===== config.mk =====
export PLATFORM = sky130hd
export DESIGN_NAME = uart_tx_queue
export DESIGN_NICKNAME = d
export VERILOG_FILES = /design/src/rtl/uart_tx_queue.sv
export SDC_FILE = /design/constraint.sdc
export NUM_CORES = 1
export LEC_CHECK = 0
export ABC_AREA = 1
export CORE_MARGIN = 2
export CORE_UTILIZATION = 63
export CTS_BUF_LIST = sky130_fd_sc_hd__clkbuf_2
export DETAILED_ROUTE_END_ITERATION = 7
export PLACE_DENSITY_LB_ADDON = 0.2
export SETUP_SLACK_MARGIN = 0.3
export SLEW_MARGIN = 20
export SYNTH_ARGS = -nofsm -noshare
export SYNTH_HDL_FRONTEND = slang
export SYNTH_SLANG_ARGS = --single-unit

===== constraint.sdc =====
create_clock -name clk -period 2.9 [get_ports clk]
set_clock_uncertainty 0.2 [all_clocks]
set_input_delay 0.435 -clock clk [delete_from_list [all_inputs] [get_ports clk]]
set_output_delay 0.435 -clock clk [all_outputs]
set_load 0.005 [all_outputs]

===== src/rtl/uart_tx_queue.sv =====
// Byte FIFO plus send sequencer between the keyboard ASCII path and the UART
// transmitter: every queued byte yields exactly one txStart, paced by txBusy.
module uart_tx_queue #(
  parameter int DEPTH        = 16,
  parameter int DATA_WIDTH   = 8,
  parameter int BUSY_TIMEOUT = 4
) (
  input  logic                    clk,
  input  logic                    rst,
  input  logic                    pushValid,
  input  logic [DATA_WIDTH-1:0]   pushData,
  output logic                    pushReady,
  input  logic                    clearOverflow,
  output logic                    overflow,
  output logic [$clog2(DEPTH):0]  count,
  output logic                    txStart,
  output logic [DATA_WIDTH-1:0]   txData,
  input  logic                    txBusy
);

  localparam int AW = $clog2(DEPTH);
  localparam int CW = AW + 1;
  localparam int TW = $clog2(BUSY_TIMEOUT + 1);
  localparam logic [CW-1:0] FULL_COUNT = CW'(DEPTH);
  localparam logic [TW-1:0] TIMER_LAST = TW'(BUSY_TIMEOUT - 1);

  typedef enum logic [1:0] {
    S_IDLE,
    S_START,
    S_WAIT_BUSY,
    S_WAIT_DONE
  } state_t;

  logic [DATA_WIDTH-1:0] r_mem [DEPTH];
  logic [AW-1:0]         r_wrPtr;
  logic [AW-1:0]         r_rdPtr;
  logic [CW-1:0]         r_count;
  logic                  r_overflow;
  logic                  r_txStart;
  logic [DATA_WIDTH-1:0] r_txData;
  logic [TW-1:0]         r_timer;
  state_t                r_state;

  logic w_full;
  logic w_push;
  logic w_pop;

  // Fullness comes from the registered count only, so a pop in the same
  // cycle never frees room for a push that arrives while full.
  assign w_full = (r_count == FULL_COUNT);
  assign w_push = pushValid && !w_full;
  assign w_pop  = (r_state == S_START);

  always_ff @(posedge clk) begin
    if (w_push) begin
      r_mem[r_wrPtr] <= pushData;
    end
  end

  always_ff @(posedge clk or posedge rst) begin
    if (rst) begin
      r_wrPtr <= '0;
      r_rdPtr <= '0;
      r_count <= '0;
    end else begin
      if (w_push) begin
        r_wrPtr <= r_wrPtr + AW'(1);
      end
      if (w_pop) begin
        r_rdPtr <= r_rdPtr + AW'(1);
      end
      case ({w_push, w_pop})
        2'b10:   r_count <= r_count + CW'(1);
        2'b01:   r_count <= r_count - CW'(1);
        default: r_count <= r_count;
      endcase
    end
  end

  // A dropped push takes priority over a clear arriving in the same cycle.
  always_ff @(posedge clk or posedge rst) begin
    if (rst) begin
      r_overflow <= 1'b0;
    end else if (pushValid && w_full) begin
      r_overflow <= 1'b1;
    end else if (clearOverflow) begin
      r_overflow <= 1'b0;
    end
  end

  always_ff @(posedge clk or posedge rst) begin
    if (rst) begin
      r_state   <= S_IDLE;
      r_txStart <= 1'b0;
      r_txData  <= '0;
      r_timer   <= '0;
    end else begin
      r_txStart <= 1'b0;
      case (r_state)
        S_IDLE: begin
          if ((r_count != '0) && !txBusy) begin
            r_state   <= S_START;
            r_txStart <= 1'b1;
            r_txData  <= r_mem[r_rdPtr];
          end
        end
        S_START: begin
          r_state <= S_WAIT_BUSY;
          r_timer <= '0;
        end
        // A transmitter that never raises busy is assumed to have taken the byte.
        S_WAIT_BUSY: begin
          if (txBusy) begin
            r_state <= S_WAIT_DONE;
          end else if (r_timer == TIMER_LAST) begin
            r_state <= S_IDLE;
          end else begin
            r_timer <= r_timer + TW'(1);
          end
        end
        S_WAIT_DONE: begin
          if (!txBusy) begin
            r_state <= S_IDLE;
          end
        end
        default: r_state <= S_IDLE;
      endcase
    end
  end

  assign pushReady = !w_full;
  assign overflow  = r_overflow;
  assign count     = r_count;
  assign txStart   = r_txStart;
  assign txData    = r_txData;

endmodule


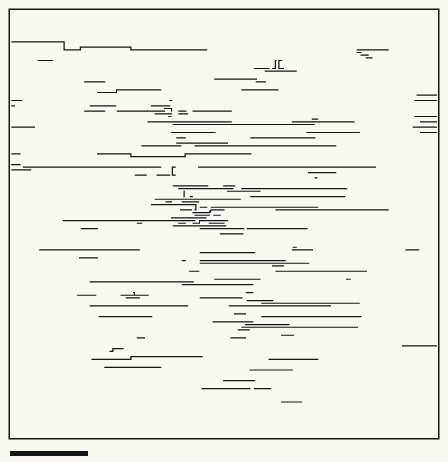
Fig. 1. M3 wires.
Scale bar: 20 um.
main direction = horizontal
nets with wire on the layer = 82
wire length on this layer = 1360 um
met3 Resource Use GR: 5.56%
via count of the routed design: 4844

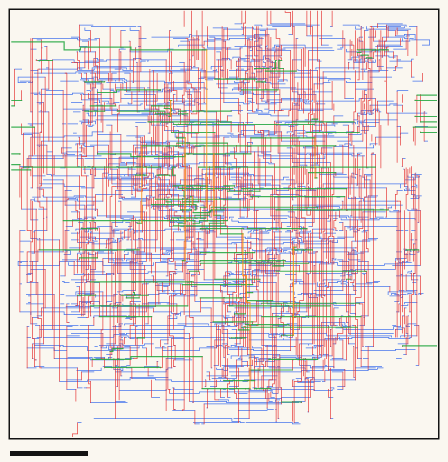
Fig. 2. Routed metal, one colour a layer.
Scale bar: 20 um.
green -> metal 3  # wire length 1360 um
red -> metal 2  # wire length 7540 um
blue -> metal 1  # wire length 6080 um
orange -> metal 4  # wire length 186 um
global-route total usage across every layer: 27.4%
WL final: 15.2 mm
mean routed wirelength per cell: 16.9 um

==> results_slide.txt <==
Key Metrics from the Run

Yosys
  • Area reported by Yosys stat: 6960 um2
  • Mapped Area: 6960 um2
  • Most instantiated flip-flop cell in the synthesis netlist: sky130_fd_sc_hd__edfxtp_1
  • Synth Area in Simple Gates: 21.1%
  • Syn avg cell area: 10.0 um2
  • Number of synthesized flops with an enable pin: 128
  • Area share of the largest cell type after synthesis: 55.2%
  • Instance count of the mapped netlist: 693
  • Distinct lib cells used: 26
  • XOR/XNOR share of the synthesized area: 1.38%
  • Synth flops: 156
  • Multiplexer share of the synthesized area: 0%
  • Asr flop ratio synth: 17.9%
  • Library cell with the highest instance count after synthesis: sky130_fd_sc_hd__nand2_1
  • Commonest cells in the netlist: 220 x sky130_fd_sc_hd__nand2_1, 128 x sky130_fd_sc_hd__edfxtp_1, 123 x sky130_fd_sc_hd__inv_1
  • Seq share, synth: 65.3%
  • Main area contributors: sky130_fd_sc_hd__edfxtp_1 55%, sky130_fd_sc_hd__nand2_1 12%, sky130_fd_sc_hd__dfrtp_1 10%, sky130_fd_sc_hd__nand3_1 7.5%, sky130_fd_sc_hd__inv_1 6.6%
  • Top logic cell family in the synthesized netlist: simple AND/OR/NAND/NOR gates
  • Net count after synthesis: 717

Clocking
  • Clock buffer depth: 2
  • Post-CTS Setup Inserts: 4
  • Number of instances resized during post-cts repair: 2
  • Clock latency on the worst-skew pair: 700 ps
  • Cell chosen for the clock root: sky130_fd_sc_hd__clkbuf_2
  • Total clock buffers created by CTS: 17
  • Hold bufs inserted after CTS: 1

Power
  • Power per standard cell area: 902 nW/um2
  • Switching power of the nets: 2.71 mW
  • Design internal power: 4.30 mW
  • Fraction of power consumed by the clock network: 18.6%
  • Power consumption: 7.01 mW
  • P_seq: 2.96 mW
  • Sw Share: 38.6%
  • Sequential group share of total power: 42.2%
  • IR Drop Worst-Case VDD: 0.603 mV

Floorplan
  • Die width: 109 um
  • Core Box Area: 10800 um2
  • Die H: 109 um
  • Die Footprint: 11900 um2
  • Starting utilization of the core area: 64.5%

Final layout
  • Most frequently placed logic cells in the final layout: 220 x sky130_fd_sc_hd__nand2_1, 128 x sky130_fd_sc_hd__edfxtp_1, 123 x sky130_fd_sc_hd__inv_1
  • Clkbuf count: 20
  • Area overhead of the layout relative to synthesis: 11.7%
  • Non-clk invs: 127
  • Comb/total area: 23.0%
  • Largest register by flop count: r_mem
  • Most frequent logic cell in the layout: sky130_fd_sc_hd__nand2_1
  • Fillers: 793
  • ANT cells: 0
  • Area of all sequential standard cells: 4550 um2
  • NonClk Buf Share: 6.63%
  • Nets: 767

Global route
  • Most crowded layer after global routing: met2
  • Wire length of the first global-routing pass: 23.7 mm
  • Global Route met1 Usage: 37.5%
  • Maximum number of pins on one net before global-route repair: 68
  • Initial antenna violation count: 0

Worst setup path
  • Critical path arrival: 1860 ps
  • Worst Setup Path Type: reg2out
  • Worst R2R End: count[4]$_DFFE_PP0P_
  • Capturing element type of the critical path: output port
  • Cell-by-cell listing of the critical path: buf_4 -> buf_4 -> clkdlybuf4s50_1
  • Critical path capture point: count[3]
  • Worst-path maximum fanout: 3
  • Critical Path RT: 2270 ps
  • Length in cells of the worst reg-to-reg path: 13
  • CP Launch Point: count[3]$_DFFE_PP0P_
  • Crit-path slowest cell: sky130_fd_sc_hd__dfrtp_1
  • Top Family by Delay on Critical Path: buffers and inverters
  • Worst flop-to-flop path startpoint: count[2]$_DFFE_PP0P_

Timing
  • Max Clock Freq: 0.401 GHz
  • Finish-stage setup viols: 0
  • Worst max-slew margin expressed relative to the limit: 47.3%
  • Smallest setup slack after layout: 404 ps
  • Post-route clock period utilization: 86.1%
  • Final Critical Period: 2500 ps

Worst hold path
  • Worst hold path endpoint: overflow$_DFFE_PP0P_
  • Beginning of the worst hold path: clearOverflow
  • Worst hold path stage count: 2

Run
  • Max-capacitance violation count: 0
  • Tool warnings: 30

Detailed routing
  • Post-route DRC: 0
  • Top layer reached by signal wires: met4
  • Number of nets with antenna violations after routing: 0

Place
  • Post-Place Cells: 858
  • Post-place instance area: 7440 um2

Outcome
  • Outcome: complete, no violations
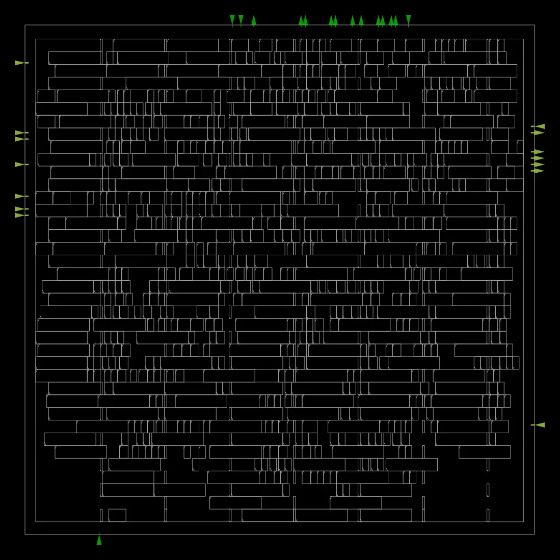
Fig. 3. Cell outlines without signal wires.
Core Rows: 38
layout sequential cell count: 156
Tapcell Cnt: 140
flop share of the area: 58.5%

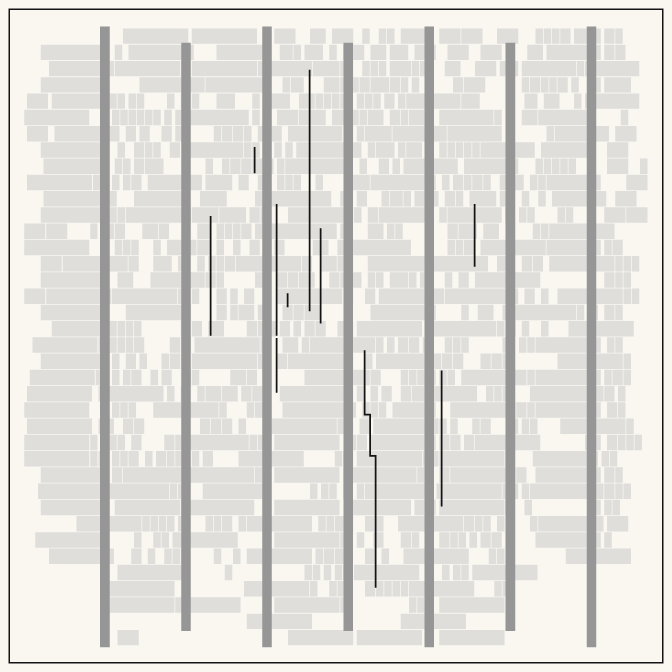
Fig. 4. M4 wires.
Supply wires on this layer in grey. Cells faint in the background.
wire length on this layer = 186 um
nets with wire on the layer = 8
main direction = vertical
longest straight run = 40.1 um
share of all routed wire = 1.2%

No activity file was given, so power comes from the tool's default toggle rates.
